run_1/sizing.png
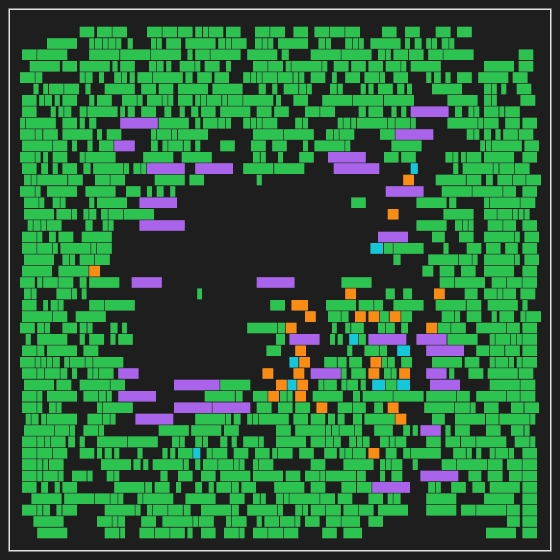
run_1/congestion_map.png
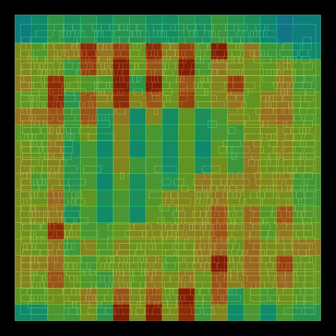
run_1/class_map.png
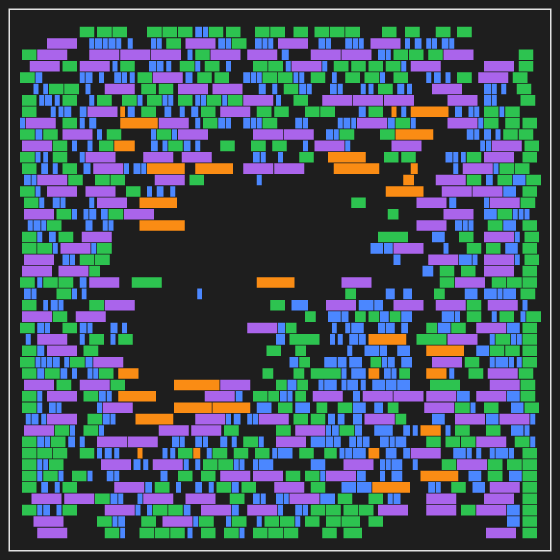
run_1/util_map.png
The bar under the picture is 50 µm long. 13 x 13 tiles, from dark blue (low) to red (high), 0 to 100% covered.
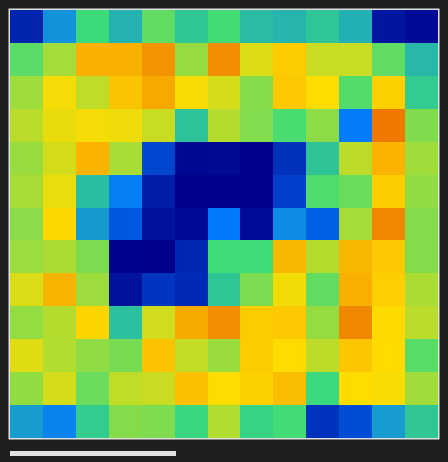
Design rca_sequencer, sky130hd; sources not shown.
==> Flow_metrics.wiki, run 1 <==
== Metrics ==
{| class="wikitable"
! Metric !! Value
|-
| Status || finished, final reports clean
|-
| Largest cell class || non-clock buffers
|-
| Net count, final || between 1,000 and 1,500
|-
| Stages on the worst setup path || 1
|-
| Yosys Warn Count || 0
|-
| Weighted congestion reported at the end of routability-driven placement || 0.780
|-
| Seq/Total Area, Yosys || between 50% and 60%
|-
| Family of cells with the greatest summed delay on the critical path || buffers and inverters
|-
| Commonest register cell after synthesis || dfxtp_1
|-
| Worst hold path type || reg -> reg
|-
| WS Path Type || reg -> out
|-
| Net Count, Synth || ~800
|-
| Ports placed on the boundary || just under 300
|-
| Placed Instances || 1,132
|-
| Relative area of clock buffers and inverters in the final design || ~6.6%
|-
| Number of setup violations in the final report || 0
|-
| Clock latency of the later-clocked register in the worst-skew pair || 0.41 ns
|-
| Achievable frequency || 0.519 GHz
|-
| Most common logic cell in the routed design || clkdlybuf4s50_1
|-
| Cell taking the most area after synthesis || dfxtp_1
|-
| Clock network fraction of design power || 45.4%
|-
| Post-synthesis share of cell area spent on full adders, half adders and majority gates || 0.229%
|-
| TAP cells || 211
|-
| Dominant cells by area after synthesis || dfxtp_1 54%, nand2_1 16%, a21oi_1 9.9%
|-
| Max-capacitance violation count || 0
|-
| Clock buffer count from CTS || 17
|-
| Synth cell types || 39
|-
| Top non-seq family || simple AND/OR/NAND/NOR gates
|-
| Final-layout clock buffer total || 24
|-
| Final min period || 1.93 ns
|-
| Non-clock inverter total of the final layout || 9
|-
| Type of element launching the critical path || flop
|-
| Proportion of total power due to net switching || between 20 and 25%
|-
| Fraction of final layout cells with drive strength greater than 1 || under 10%
|-
| Detail-routed net length per standard cell || ~15 µm
|-
| Number of H-tree levels || 4
|-
| Multi-Input Combinational || 447
|-
| Logic share of the area || between 20% and 30%
|-
| Internal power || roughly 0.0057 W
|-
| Data arrival, critical path || 1.53 ns
|-
| Xor/xnor share of the synthesized area || 0%
|-
| Yosys stat area || 0.00547 mm²
|-
| Top power consumer group || the clock network
|-
| Mean Syn Cell Area || 8.34 µm²
|-
| Number of diodes || 0
|-
| Wire length on met2 || 8100 µm
|-
| Part of the cycle the worst path needs || a little over nine tenths
|-
| Combinational fraction of design power || around an eighth
|-
| Post-synth top area share || 54.2%
|-
| Global-route wire length before repair || approximately 26,000 µm
|-
| Number of instances on the worst hold path || 2
|-
| GRT Residual Overflow || 0
|-
| Initial antenna violation count || 0
|-
| Post-DP Area || 0.00863 mm²
|-
| Instance count of the mapped netlist || 656
|-
| Summed negative setup slack over all endpoints || 0 ns
|-
| Height of the die || 129 µm
|-
| Number of sinks driven by the clock tree || 148
|-
| Crit-path max FO || 8
|-
| R2R cell count || 5
|-
| Clock tree from TritonCTS || yes
|-
| Clk_skew || 0.00550 ns
|-
| Power of the clock network || about 0.0033 W
|-
| Power share of the sequential group || 42.5%
|-
| Final sequential cell count || around 150
|-
| Width of the die || 129 µm
|-
| Number of filler cells placed in the layout || roughly 1,300
|-
| Multiplexer share of the synthesized area || ~1.5%
|-
| Cell area after synthesis || 0.00547 mm²
|-
| Clk Tree Root Cell || clkbuf_16
|-
| Power in combinational cells || 0.000878 W
|-
| Power Sequential || approximately 0.003 W
|-
| Stage delay of the slowest cell on the critical path || between 0.6 and 0.7 ns
|-
| Least-Margin Pin Slew || 0.517 ns
|-
| DP Wirelength || 12,300 µm
|-
| Power density cells || slightly below 800 mW/mm²
|-
| Worst slack after detailed placement || -0.340 ns
|-
| Met2 capacity usage during global routing || 33.8%
|-
| Worst VDD drop || approximately 0.00052 V
|-
| Max-slew headroom || 65.5%
|-
| Area enclosed by the die boundary || 0.0166 mm²
|-
| CTS-repair resized insts || 1
|-
| Via count of the first global-routing pass || approximately 5,300
|-
| RSZ-0062 raised after global routing || no
|}
## Picture notes: sizing.png
[orange] x3 and x4 | cells: 27
[green] x1 and smaller | cells: 887
[cyan] x2 | cells: 9
[purple] x6 and larger | cells: 30
fin worst setup slack: 0.0720 ns
number of buffers outside the clock class in the layout: 317
total non-filler cell area in the finished layout: 0.00925 mm²
synthesis-to-layout area growth: 69.0%

## Picture notes: congestion_map.png
met3 Usage GRT: 8.38%
overall routing resource usage: 19.9%
met1 global-route usage: 22.3%
post-route core utilization: 60.6%

## Picture notes: class_map.png
[orange] clock drivers and dummy loads | cells: 32 | share of their area: 6.8%
[green] remaining buffers and delay cells | cells: 317 | share of their area: 35%
[purple] registers | cells: 148 | share of their area: 33%
[blue] remaining logic cells | cells: 456 | share of their area: 25%
fraction of area in registers: 32.0%
standard-cell row count: 45
total core area: 0.0153 mm²

## Picture notes: util_map.png
fullest tile: 86%
tiles over 75% full: 21%
mean over tiles: 54%
emptiest ninth of the die: middle
nearly empty tiles: 5.3%
initial core utilization: 35.9%

run_1/route_heat.png
The bar under the picture is 50 µm long. 26 x 26 tiles, from dark blue (low) to red (high), scaled to the fullest tile. Values are wire area over tile area, all layers added.
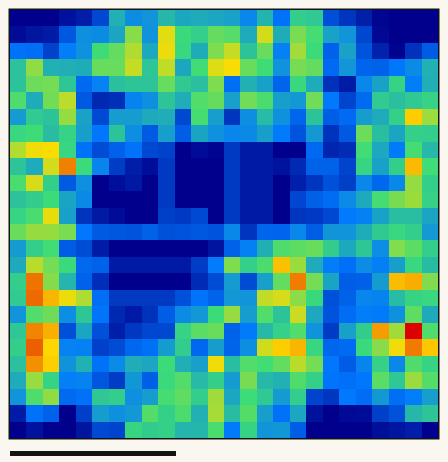

--- run 2 (diff from run 1) ---
--- a/config.mk
+++ b/config.mk
@@ -7,8 +7,9 @@
 export LEC_CHECK = 0
 export CORE_MARGIN = 2
 export CORE_UTILIZATION = 35
+export CTS_BUF_LIST = sky130_fd_sc_hd__clkbuf_8
 export DETAILED_ROUTE_END_ITERATION = 16
-export PLACE_DENSITY = 0.81
+export PLACE_DENSITY = 0.84
 export SKIP_LAST_GASP = 1
 export SLEW_MARGIN = 25
 export SYNTH_ARGS = -nofsm -noshare
==> constraint.sdc (replaced) <==
create_clock -name clk -period 1.77 [get_ports clk]
set_input_delay 0.354 -clock clk [delete_from_list [all_inputs] [get_ports clk]]
set_output_delay 0.354 -clock clk [all_outputs]
set_load 0.02 [all_outputs]
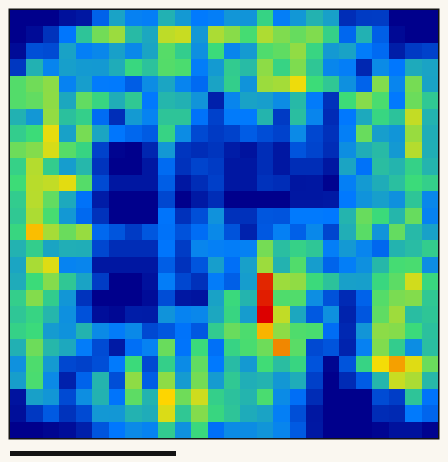
run_2/route_heat.png
The bar under the picture is 50 µm long. 26 x 26 tiles, from dark blue (low) to red (high), scaled to the fullest tile. Values are wire area over tile area, all layers added.
mean over tiles: 0.19
fullest tile: 0.60
emptiest ninth of the die: middle
via count: 5,740
overall routing resource usage: 20.4%
detail-routed net length per standard cell: 16.1 µm
Total Wirelength: 19,100 µm

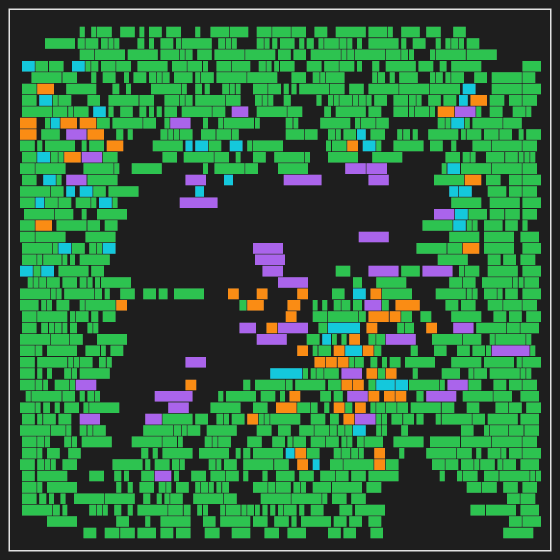
run_2/sizing.png
[cyan] x2 | cells: 40
[orange] x3 and x4 | cells: 53
[purple] x6 and larger | cells: 39
[green] x1 and smaller | cells: 839
number of buffers outside the clock class in the layout: 339
total non-filler cell area in the finished layout: 0.00946 mm²

==> Flow_metrics.wiki, run 2 <==
== Metrics ==
{| class="wikitable"
! Metric !! Value
|-
| Data arrival, critical path || 2.18 ns (+0.65 ns)
|-
| Multiplexer share of the synthesized area || 1.46% (unchanged)
|-
| Violated checks || setup timing
|-
| Fraction of area in non-clock buffers || 36.7%
|-
| Synthesis-to-layout area growth || 72.9%
|-
| Post-synthesis share of cell area spent on full adders, half adders and majority gates || 0.229% (unchanged)
|-
| Worst Hold Slack || ~0.17 ns
|-
| Number of setup violations in the final report || 15 (+15)
|-
| Synth cell types || 39 (unchanged)
|-
| Part of the cycle the worst path needs || 102%
|-
| Non-clock inverter total of the final layout || 9 (unchanged)
|-
| Worst VDD drop || 0.000527 V (+1.6%)
|-
| Clock tree from TritonCTS || yes
|-
| Fin worst setup slack || -0.0295 ns (-0.102 ns)
|-
| Fraction of final layout cells with drive strength greater than 1 || 13.6% (+6.7 points)
|-
| Clk buf depth || 2
|-
| Weighted congestion reported at the end of routability-driven placement || 0.787 (+0.90%)
|-
| Number of instances on the worst hold path || 2 (unchanged)
|-
| Met3 Usage GRT || 7.64% (-0.74 points)
|-
| Achievable frequency || 0.556 GHz
|-
| Largest net degree at the start of global routing || around 57
|-
| Via count of the first global-routing pass || 5,481 (+4.4%)
|-
| Setup slack on the worst flop-to-flop path || -0.02 ns
|-
| Yosys Warn Count || 0 (unchanged)
|-
| Drt via density || 4.86
|-
| Worst slack after detailed placement || -0.531 ns (-0.191 ns)
|-
| Height of the die || 129 µm (unchanged)
|-
| Seq/Total Area, Yosys || 54.2% (unchanged)
|-
| Standard-cell row count || 45 (unchanged)
|-
| DP Wirelength || 12,800 µm (+4.2%)
|-
| Worst hold path type || in -> reg
|-
| Met1 global-route usage || 21.8% (-0.49 points)
|-
| Net count, final || 1,103 (+2.0%)
|-
| Proportion of total power due to net switching || 25.4% (+3.3 points)
|-
| Type of element launching the critical path || input port
|-
| Power Sequential || 0.00347 W (+13%)
|-
| Max-capacitance violation count || 0 (unchanged)
|-
| Mean Syn Cell Area || 8.34 µm² (unchanged)
|-
| Worst EP required || 2.15 ns
|-
| Internal power || 0.00503 W (-11%)
|-
| Number of filler cells placed in the layout || 1,254 (-6.7%)
|-
| Power of the clock network || 0.00226 W (-31%)
|-
| Final sequential cell count || 148 (unchanged)
|-
| Dominant cells by area after synthesis || dfxtp_1 54%, nand2_1 16%, a21oi_1 9.9%
|-
| Least-Margin Pin Slew || 0.663 ns (+0.146 ns)
|-
| Clk_skew || 0.0119 ns (+0.00641 ns)
|-
| Area taken by multi-input logic gates || between 0.002 and 0.0025 mm²
|-
| Number of H-tree levels || 4 (unchanged)
|-
| Worst setup EP type || flop
|-
| Power density cells || 713 mW/mm² (-9.1%)
|-
| Net Count, Synth || 797 (unchanged)
|-
| Status || complete, but fails checks
|-
| Met2 capacity usage during global routing || 36.1% (+2.3 points)
|-
| WS Path Type || in -> reg
|-
| Leading cell types by count after synthesis || 229 x nand2_1, 148 x dfxtp_1, 108 x a21oi_1, 28 x a2bb2oi_1, 25 x clkbuf_1
|-
| Most common logic cell in the routed design || nand2_1
|-
| R2R cell count || 7 (+2)
|-
| Fraction of area in registers || 31.3% (-0.71 points)
|-
| Met1 wire length || 7450 µm
|-
| Clock buffer count from CTS || 17 (unchanged)
|-
| Final min period || 1.80 ns
|-
| Placed Instances || 1,140 (+0.71%)
|-
| Total core area || 0.0153 mm² (unchanged)
|-
| Post-synthesis cell type with the largest instance count || nand2_1
|-
| Yosys stat area || 0.00547 mm² (unchanged)
|-
| Top power consumer group || sequential cells
|-
| Cell area after synthesis || 0.00547 mm² (unchanged)
|-
| Power share of the sequential group || 51.5% (+9.0 points)
|-
| Clock network fraction of design power || 33.5% (-12 points)
|-
| Stage delay of the slowest cell on the critical path || 0.50 ns (-0.16 ns)
|-
| RSZ-0062 raised after global routing || yes
|-
| TAP cells || 211 (unchanged)
|-
| Number of sinks driven by the clock tree || 148 (unchanged)
|-
| Initial antenna violation count || 0 (unchanged)
|-
| Multi-Input Combinational || 447 (unchanged)
|-
| Stages on the worst setup path || 8 (+7)
|-
| Sum of met3 wire segment lengths after detailed routing || 1520 µm
|-
| Top non-seq family || simple AND/OR/NAND/NOR gates
|-
| Largest cell class || non-clock buffers
|-
| Power in combinational cells || 0.00102 W (+20%)
|-
| Post-synth top area share || 54.2% (unchanged)
|-
| Logic share of the area || 25.5% (+1.8 points)
|-
| Initial core utilization || 35.9% (unchanged)
|-
| Global-route wire length before repair || 26,500 µm (+1.9%)
|-
| Commonest cells after routing, fill and taps aside || 208 x nand2_1, 146 x dfxtp_1, 136 x clkdlybuf4s50_1
|-
| Total count of hold-check failures in the final report || 0
|-
| Max-slew headroom || 55.8% (-9.8 points)
|-
| Relative area of clock buffers and inverters in the final design || 3.36% (-3.3 points)
|-
| Summed negative setup slack over all endpoints || -0.157 ns (-0.157 ns)
|-
| Ports placed on the boundary || 290 (unchanged)
|-
| Clock latency of the later-clocked register in the worst-skew pair || 0.45 ns (+0.04 ns)
|-
| Final-layout clock buffer total || 20 (-17%)
|-
| GRT Residual Overflow || 0 (unchanged)
|-
| Post-route core utilization || 62.0% (+1.4 points)
|-
| Wire length on met2 || 9610 µm (+19%)
|-
| Instance count of the mapped netlist || 656 (unchanged)
|-
| Drc violations || 0
|-
| Crit-path max FO || 7 (-1)
|-
| Area enclosed by the die boundary || 0.0166 mm² (unchanged)
|-
| Family of cells with the greatest summed delay on the critical path || buffers and inverters
|-
| Combinational fraction of design power || 15.1% (+3.0 points)
|-
| Post-DP Area || 0.00873 mm² (+1.2%)
|-
| Xor/xnor share of the synthesized area || 0% (unchanged)
|-
| Cell taking the most area after synthesis || dfxtp_1
|-
| Clock-pin slew of the registers on the worst-case setup and hold paths || about 0.080 ns
|-
| Number of diodes || 0 (unchanged)
|-
| Clk Tree Root Cell || clkbuf_8
|-
| Commonest register cell after synthesis || dfxtp_1
|-
| CTS-repair resized insts || 103 (+102)
|-
| Width of the die || 129 µm (unchanged)
|}
Power figures rest on the tool's default switching activity, not on a simulated workload.
